<file path="src/rtl/fetch_stage.sv">
// Instruction fetch front end: owns the PC, issues word fetches, buffers returned instructions.
// Latency: request accepted in cycle N, response in cycle N+k (k>=1), instruction at output in cycle N+k+1.
// Backpressure: stall_dec_in holds the head entry. New requests are issued only while the outstanding count
//   plus the buffered count is below the buffer depth. Optional `FETCH_PERF_CNT_EN adds bubble/redirect counters.

// Small generic FIFO with a synchronous flush. The caller must never push when full or pop when empty.
module fetch_fifo #(
  parameter int WIDTH = 32,
  parameter int DEPTH = 2
) (
  input  logic                       clk,
  input  logic                       rst,
  input  logic                       flush,
  input  logic                       push,
  input  logic [WIDTH-1:0]           push_data,
  input  logic                       pop,
  output logic [WIDTH-1:0]           head_data,
  output logic [$clog2(DEPTH+1)-1:0] count
);
  localparam int AW = (DEPTH > 1) ? $clog2(DEPTH) : 1;
  localparam int CW = $clog2(DEPTH + 1);

  logic [WIDTH-1:0] mem [DEPTH];
  logic [AW-1:0]    wr_ptr;
  logic [AW-1:0]    rd_ptr;

  // Explicit wrap so that a depth which is not a power of two still works.
  function automatic logic [AW-1:0] ptr_inc(input logic [AW-1:0] p);
    return (p == AW'(DEPTH - 1)) ? '0 : p + AW'(1);
  endfunction

  // Storage is write-only on push; contents need no reset because count qualifies them.
  always_ff @(posedge clk) begin
    if (push) mem[wr_ptr] <= push_data;
  end

  // Pointer and occupancy bookkeeping; flush empties the queue in one cycle.
  always_ff @(posedge clk or posedge rst) begin
    if (rst) begin
      wr_ptr <= '0;
      rd_ptr <= '0;
      count  <= '0;
    end else if (flush) begin
      wr_ptr <= '0;
      rd_ptr <= '0;
      count  <= '0;
    end else begin
      if (push) wr_ptr <= ptr_inc(wr_ptr);
      if (pop)  rd_ptr <= ptr_inc(rd_ptr);
      case ({push, pop})
        2'b10:   count <= count + CW'(1);
        2'b01:   count <= count - CW'(1);
        default: count <= count;
      endcase
    end
  end

  assign head_data = mem[rd_ptr];
endmodule

// Fetch stage top: PC register, request credit logic, PC tag queue, instruction buffer, redirect drain FSM.
// Latency: one cycle from response to output; outputs come straight from buffer registers.
// Backpressure: stall_dec_in freezes the head; redirect flushes and drains stale responses.
module fetch_stage #(
  parameter int                  ARCH_LEN        = 32,
  parameter int                  INST_LEN        = 32,
  parameter logic [ARCH_LEN-1:0] RESET_PC        = 32'h0000_1000,
  parameter int                  FIFO_DEPTH      = 2,
  parameter int                  MAX_OUTSTANDING = 2
) (
  input  logic                clk,
  input  logic                rst,
  output logic                imem_req_valid,
  input  logic                imem_req_ready,
  output logic [ARCH_LEN-1:0] imem_req_addr,
  input  logic                imem_rsp_valid,
  input  logic [INST_LEN-1:0] imem_rsp_data,
  input  logic                stall_dec_in,
  input  logic                redirect_valid,
  input  logic [ARCH_LEN-1:0] redirect_pc,
  output logic [INST_LEN-1:0] inst_fetched_out,
  output logic [ARCH_LEN-1:0] pc_out,
  output logic                fetch_valid_out
`ifdef FETCH_PERF_CNT_EN
  ,
  output logic [31:0]         bubble_cnt_out,
  output logic [31:0]         redirect_cnt_out
`endif
);
  localparam int                  FCW          = $clog2(FIFO_DEPTH + 1);
  localparam int                  TCW          = $clog2(MAX_OUTSTANDING + 1);
  localparam int                  EW           = INST_LEN + ARCH_LEN;
  localparam logic [31:0]         FIFO_DEPTH_U = FIFO_DEPTH;
  localparam logic [31:0]         MAX_OUT_U    = MAX_OUTSTANDING;
  localparam logic [INST_LEN-1:0] NOP_INST     = INST_LEN'(32'h0000_0013);

  typedef enum logic {FETCH = 1'b0, DRAIN = 1'b1} state_t;

  state_t              state;
  state_t              state_nxt;
  logic [ARCH_LEN-1:0] pc_reg;

  // Outstanding requests are exactly the entries waiting in the PC tag queue.
  logic [TCW-1:0]      tag_count;
  logic [ARCH_LEN-1:0] tag_pc;
  logic [FCW-1:0]      fifo_count;
  logic [EW-1:0]       fifo_head;

  logic [31:0] out_ext;
  logic [31:0] cnt_ext;
  logic [31:0] out_nxt;
  logic        req_fire;
  logic        rsp_ok;
  logic        fifo_push;
  logic        fifo_pop;
  logic        fifo_empty;

  assign out_ext    = 32'(tag_count);
  assign cnt_ext    = 32'(fifo_count);
  assign fifo_empty = (fifo_count == '0);
  assign req_fire   = imem_req_valid & imem_req_ready;
  // A response with nothing outstanding would be a protocol error; ignoring it keeps the tag queue sane.
  assign rsp_ok     = imem_rsp_valid & (tag_count != '0);
  assign out_nxt    = out_ext + 32'(req_fire) - 32'(rsp_ok);

  // Responses only land in the buffer during normal fetch and never in a redirect cycle.
  assign fifo_push  = rsp_ok & (state == FETCH) & ~redirect_valid;
  assign fifo_pop   = ~fifo_empty & ~stall_dec_in & ~redirect_valid;
  assign imem_req_addr = pc_reg;

  fetch_fifo #(.WIDTH(ARCH_LEN), .DEPTH(MAX_OUTSTANDING)) u_tag_q (
    .clk       (clk),
    .rst       (rst),
    .flush     (1'b0),
    .push      (req_fire),
    .push_data (pc_reg),
    .pop       (rsp_ok),
    .head_data (tag_pc),
    .count     (tag_count)
  );

  fetch_fifo #(.WIDTH(EW), .DEPTH(FIFO_DEPTH)) u_inst_q (
    .clk       (clk),
    .rst       (rst),
    .flush     (redirect_valid),
    .push      (fifo_push),
    .push_data ({imem_rsp_data, tag_pc}),
    .pop       (fifo_pop),
    .head_data (fifo_head),
    .count     (fifo_count)
  );

  // State register for the fetch/drain controller.
  always_ff @(posedge clk or posedge rst) begin
    if (rst) state <= FETCH;
    else     state <= state_nxt;
  end

  // Leave FETCH on a redirect with stale requests in flight; return once they have all come back.
  always_comb begin
    state_nxt = state;
    case (state)
      FETCH:   if (redirect_valid && (out_nxt != 32'd0)) state_nxt = DRAIN;
      DRAIN:   if (out_nxt == 32'd0)                      state_nxt = FETCH;
      default: state_nxt = FETCH;
    endcase
  end

  // Request credit and the decode-facing outputs, all derived from registered state.
  always_comb begin
    imem_req_valid   = ~rst & (state == FETCH) & ~redirect_valid &
                       (out_ext < MAX_OUT_U) & ((out_ext + cnt_ext) < FIFO_DEPTH_U);
    inst_fetched_out = NOP_INST;
    pc_out           = '0;
    fetch_valid_out  = 1'b0;
    if (!fifo_empty) begin
      inst_fetched_out = fifo_head[EW-1:ARCH_LEN];
      pc_out           = fifo_head[ARCH_LEN-1:0];
      fetch_valid_out  = 1'b1;
    end
  end

  // PC register: redirect wins over sequential advance; the redirect target is forced word-aligned.
  always_ff @(posedge clk or posedge rst) begin
    if (rst)                 pc_reg <= RESET_PC;
    else if (redirect_valid) pc_reg <= redirect_pc & ~ARCH_LEN'(3);
    else if (req_fire)       pc_reg <= pc_reg + ARCH_LEN'(4);
  end

`ifdef FETCH_PERF_CNT_EN
  // Saturating count of cycles with no valid instruction presented to decode.
  always_ff @(posedge clk or posedge rst) begin
    if (rst)                                           bubble_cnt_out <= '0;
    else if (!fetch_valid_out && bubble_cnt_out != '1) bubble_cnt_out <= bubble_cnt_out + 32'd1;
  end

  // Saturating count of redirect cycles.
  always_ff @(posedge clk or posedge rst) begin
    if (rst)                                            redirect_cnt_out <= '0;
    else if (redirect_valid && redirect_cnt_out != '1)  redirect_cnt_out <= redirect_cnt_out + 32'd1;
  end
`else
  // Without the counters nothing extra is built.
`endif

  // The credit rule guarantees the instruction buffer and tag queue never overflow.
  ap_no_fifo_overflow: assert property (@(posedge clk) disable iff (rst)
    fifo_push |-> ((cnt_ext < FIFO_DEPTH_U) || fifo_pop));
  ap_no_tag_overflow: assert property (@(posedge clk) disable iff (rst)
    req_fire |-> ((out_ext < MAX_OUT_U) || rsp_ok));
endmodule
</file>
<file path="config.mk">
export PLATFORM = sky130hd
export DESIGN_NAME = fetch_stage
export DESIGN_NICKNAME = d
export VERILOG_FILES = /design/src/rtl/fetch_stage.sv
export SDC_FILE = /design/constraint.sdc
export NUM_CORES = 1
export LEC_CHECK = 0
export ABC_AREA = 1
export CORE_MARGIN = 2
export CORE_UTILIZATION = 50
export DETAILED_ROUTE_END_ITERATION = 16
export GPL_ROUTABILITY_DRIVEN = 0
export GPL_TIMING_DRIVEN = 0
export PLACE_DENSITY = 0.85
export SLEW_MARGIN = 20
export SYNTH_ARGS = -nofsm -noshare
export SYNTH_HDL_FRONTEND = slang
export SYNTH_HIERARCHICAL = 1
export SYNTH_SLANG_ARGS = --single-unit
</file>
<file path="constraint.sdc">
create_clock -name clk -period 7.25 [get_ports clk]
set_clock_uncertainty 0.1 [all_clocks]
set_input_delay 1.45 -clock clk [delete_from_list [all_inputs] [get_ports clk]]
set_output_delay 1.45 -clock clk [all_outputs]
set_load 0.005 [all_outputs]
</file>
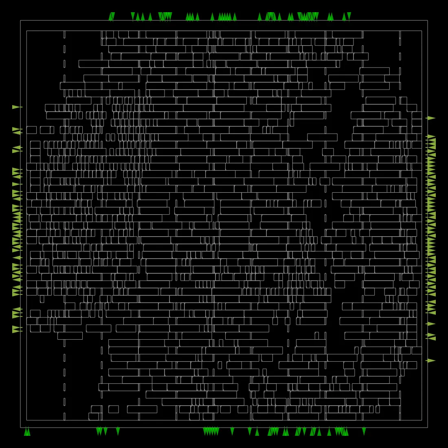
**Above:** cell placement.
utilization after layout: 65.2%
fill cell instance count of the final layout: 1539
sequential share of cell area: 49.0%

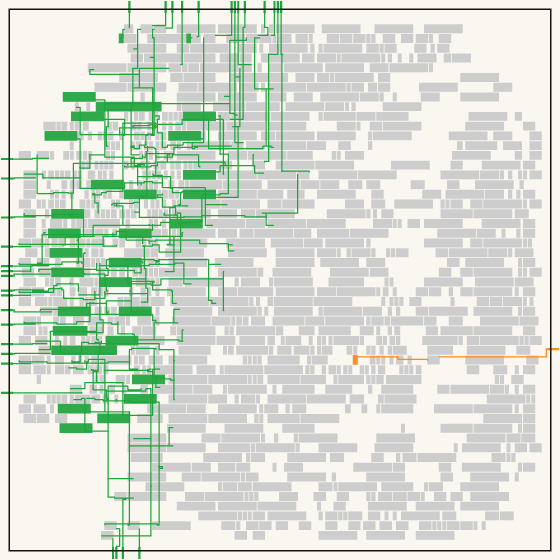
**Above:** port wiring.
Key: `imem_req_addr` = green [bits 32, direction output, edge 15 left, 13 top, 4 bottom, end cells 32, buffers 32, wire 2800 µm]; `imem_req_valid` = orange [bits 1, direction output, edge right, end cells 1, buffers 1, wire 54.5 µm]
input/output buffers: 163
ports placed on the boundary: 168

==> results.sh <==
# flow metrics
export IMPL_worst_hold_path_type="reg -> reg"
export IMPL_well_tap_count=275
export IMPL_synthAdderAreaFrac_pct=0.953
export IMPL_final_hold_worst_slack_ps=456
export IMPL_enable_flop_cells=192
export IMPL_fmax_ghz=0.222
export IMPL_final_period_utilization_pct=62.1
export IMPL_layout_cells_largest_class="sequential cells"
export IMPL_floorplan_die_height_um=151
export IMPL_cts_root_buf="sky130_fd_sc_hd__clkbuf_16"
export IMPL_synth_cellmix_compoundShare_pct=1.92
export IMPL_largest_net_degree_at_the_start_of_global_routing=54
export IMPL_timing_max_transition_violations_final=0
export IMPL_floorplan_rows=53
export IMPL_xor_share_pct=0.244
export IMPL_mux_share_pct=12.3
export IMPL_sequential_cell_area_fraction_in_the_yosys_report_pct=62.6
export IMPL_grt_pass1_vias=6907
export IMPL_hold_viol_final=0
export IMPL_worst_setup_path_startpoint="rst"
export IMPL_fp_utilization_pct=51.1
export IMPL_final_net_count=1161
export IMPL_detail_route_vias_per_cell=5.05
export IMPL_ys_warnings=6
export IMPL_worst_setup_path_type="in -> out"
export IMPL_cts_htree_levels=1
export IMPL_postCtsResizedCells=0
export IMPL_accumulated_negative_setup_slack_ps=0
export IMPL_comb_area_share_pct=24.3
export IMPL_rsz_0062_raised_after_global_routing="no"
export IMPL_clk_share_pct=6.14
export IMPL_drt_pass1_iter_count=5
export IMPL_final_critical_path_required_period_ps=4510
export IMPL_synthTopCellsByCount="sky130_fd_sc_hd__edfxtp_1 (192), sky130_fd_sc_hd__nand2_1 (148), sky130_fd_sc_hd__inv_1 (124)"
export IMPL_antenna_found_initial=1
export IMPL_timing_max_cap_violations=0
export IMPL_most_used_standard_cell_by_instance_count_after_synthesis="sky130_fd_sc_hd__edfxtp_1"
export IMPL_setup_violations=0
export IMPL_largest_reg_flops=128
export IMPL_place_detailed_hpwl_um=15900
export IMPL_synth_stat_cells=885
export IMPL_grt_pass1_wl_um=34900
export IMPL_log_warning_count=30
export IMPL_globalRouteTotalUtil_pct=19.8
export IMPL_route_antenna_remaining_nets=0
export IMPL_proportion_of_synthesized_flip_flops_having_asynchronous_set_or_reset_pct=16.9
export IMPL_sequential_cell_area_um2=6740
export IMPL_power_density_nw_per_um2=266
export IMPL_cts_buf_count=23
export IMPL_ctsLongestPathBuffers=3
export IMPL_worst_ep_arrival_time_ps=2960
export IMPL_layout_cells_most_common="sky130_fd_sc_hd__edfxtp_1"
export IMPL_non_clock_buffering_overhead_pct=14.6
export IMPL_min_delay_start="u_tag_q/mem[0][6]$_DFFE_PP_"
export IMPL_synth_top_area_share_pct=53.6
export IMPL_register_bit_count_reported_by_yosys=231
export IMPL_mi_logic_area_um2=3340
export IMPL_wl_per_cell_um=16.7
export IMPL_drc=0
export IMPL_netlist_area_um2=10800
export IMPL_postCtsSetupRepairBufs=0
export IMPL_final_signal_inverter_count=126
export IMPL_synth_chip_area_um2=10800
export IMPL_cp_data_required_time_ps=5700
export IMPL_post_synth_main_area_contributors="sky130_fd_sc_hd__edfxtp_1 (54%), sky130_fd_sc_hd__mux2_4 (9.2%), sky130_fd_sc_hd__dfrtp_1 (8.8%), sky130_fd_sc_hd__nand2_1 (5.2%), sky130_fd_sc_hd__inv_1 (4.3%)"
export IMPL_overall_die_area_um2=22700
export IMPL_drtIter0Drc=448
export IMPL_synth_avg_cell_area_um2=12.2
export IMPL_tritoncts="built"
export IMPL_simple_gate_share_pct=15.2
export IMPL_irDropWorstVdd_mv=0.152
export IMPL_clkLatencyLatePin_ps=500
export IMPL_ctsHoldBuffers=0
export IMPL_worst_setup_hold_path_clk_slew_ps=60
export IMPL_overflow=0
export IMPL_synth_cells=885
export IMPL_area_growth_syn_to_layout_pct=27.8
export IMPL_lay_top_cells="sky130_fd_sc_hd__edfxtp_1 (192), sky130_fd_sc_hd__clkdlybuf4s50_1 (163), sky130_fd_sc_hd__nand2_1 (148)"
export IMPL_antenna_cells=0
export IMPL_clock_buffers=27
export IMPL_die_width_um=151
export IMPL_core_area_um2=21100
export IMPL_top_area_cell="sky130_fd_sc_hd__edfxtp_1"
export IMPL_start_kind="input pin"
export IMPL_maxSlewHeadroom_pct=48.3
export IMPL_path_max_fanout=4
export IMPL_number_of_signal_net_buffers_in_the_layout=198
export IMPL_worst_slew_pin_slew_ps=775
export IMPL_run_status="complete, no violations"
export IMPL_power_static_leakage_nw=5.50
export IMPL_synth_top_flop_cell="sky130_fd_sc_hd__edfxtp_1"
export IMPL_design_seq_count=231
export IMPL_logic_family="simple AND/OR/NAND/NOR gates"
export IMPL_endpoint_kind="output port"
export IMPL_nMultiInputCombCells=504
export IMPL_synth_cell_type_count=39
export IMPL_cts_sinks=231
export IMPL_drive_gt1_share_pct=17.7
export IMPL_crit_reg2reg_launch="u_tag_q/count[0]$_DFFE_PP0P_"
export IMPL_reg_with_most_ffs="u_inst_q/mem"
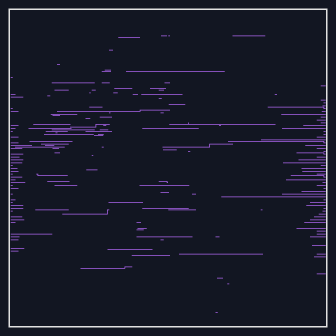
**Above:** metal 3.
The longest straight run is 50.4 µm. The wires run mostly horizontal. The layer carries 1530 µm of wire. The layer holds 6.7% of the routed length. 140 nets have wire on it.
routed vias: 6941
post-detailed-routing wire length: 22900 µm
global routing usage on met3: 3.15%

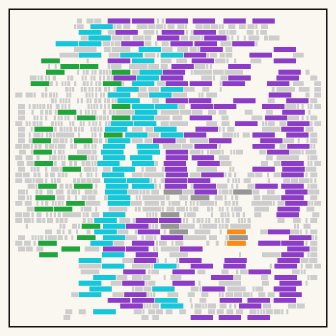
**Above:** register map, names as in the netlist.
Other sequential cells in the stronger gray, the rest of the logic in the fainter gray.
Key: `imem_req_addr` = green [sequential cells 30]; `u_inst_q/count` = orange [sequential cells 2]; `u_inst_q/mem` = purple [sequential cells 128]; `u_tag_q/mem` = cyan [sequential cells 64]
Another 7 sequential cells are not colored.

-- critical path: stages --
cell and delay (ps):
sky130_fd_sc_hd__clkdlybuf4s50_1 530, sky130_fd_sc_hd__nor2_2 220, sky130_fd_sc_hd__nand2_1 70, sky130_fd_sc_hd__nor2_1 130, sky130_fd_sc_hd__clkdlybuf4s50_1 550
-- metrics by stage --
stage	util [%]	total power [W]	instances	setup WS (ps)	instance area, µm²
finish	65.2	0.00365	1374	2740	13800
global route	65.2	0.00380	1374	2670	13800
CTS	65.2	0.00369	1374	2740	13800
detailed placement	61.2	0.00237	1334	2740	12900
global placement	60.5	0.00233	1329	-158	12800
floorplan	-	0.00202	891	1960	10800
-- cell families after synthesis --
| kind of cell | after synthesis |
|---|---|
| compound gates | 34 |
| xor+xnor | 3 |
| fa+ha+maj | 7 |
| buf+inv | 156 |
| flops | 231 |
| mux | 96 |
| other cells | 1 |
| simple gates | 357 |
-- worst paths after layout --
kind | to | slack [ps] | depth (start not counted)
max in group asynchronous | imem_req_addr[27]$_DFFE_PP0N_ | 5110 | 2
min reg2reg | u_inst_q/mem[0][6]$_DFFE_PP_ | 460 | 1
min | u_inst_q/mem[0][6]$_DFFE_PP_ | 460 | 1
max | imem_req_valid | 2740 | 5
max reg2reg | state$_DFF_PP0_ | 3830 | 14
min in group asynchronous | u_tag_q/wr_ptr$_DFFE_PP0P_ | 1220 | 2
-- metal layers --
metal	vias up	routed length [µm]	GRT usage [%]
met1	3315	9410	24.6
li1	3344	-	-
met5	-	0	0
met2	239	11400	35.1
met4	0	536	6.78
met3	43	1530	3.15
-- report_power, final --
part	internal [W]	switching (W)
clock	0.000825	0.000484
combinational	0.000389	0.000336
sequential	0.00154	0.0000809
Power and IR drop assume default switching activity.
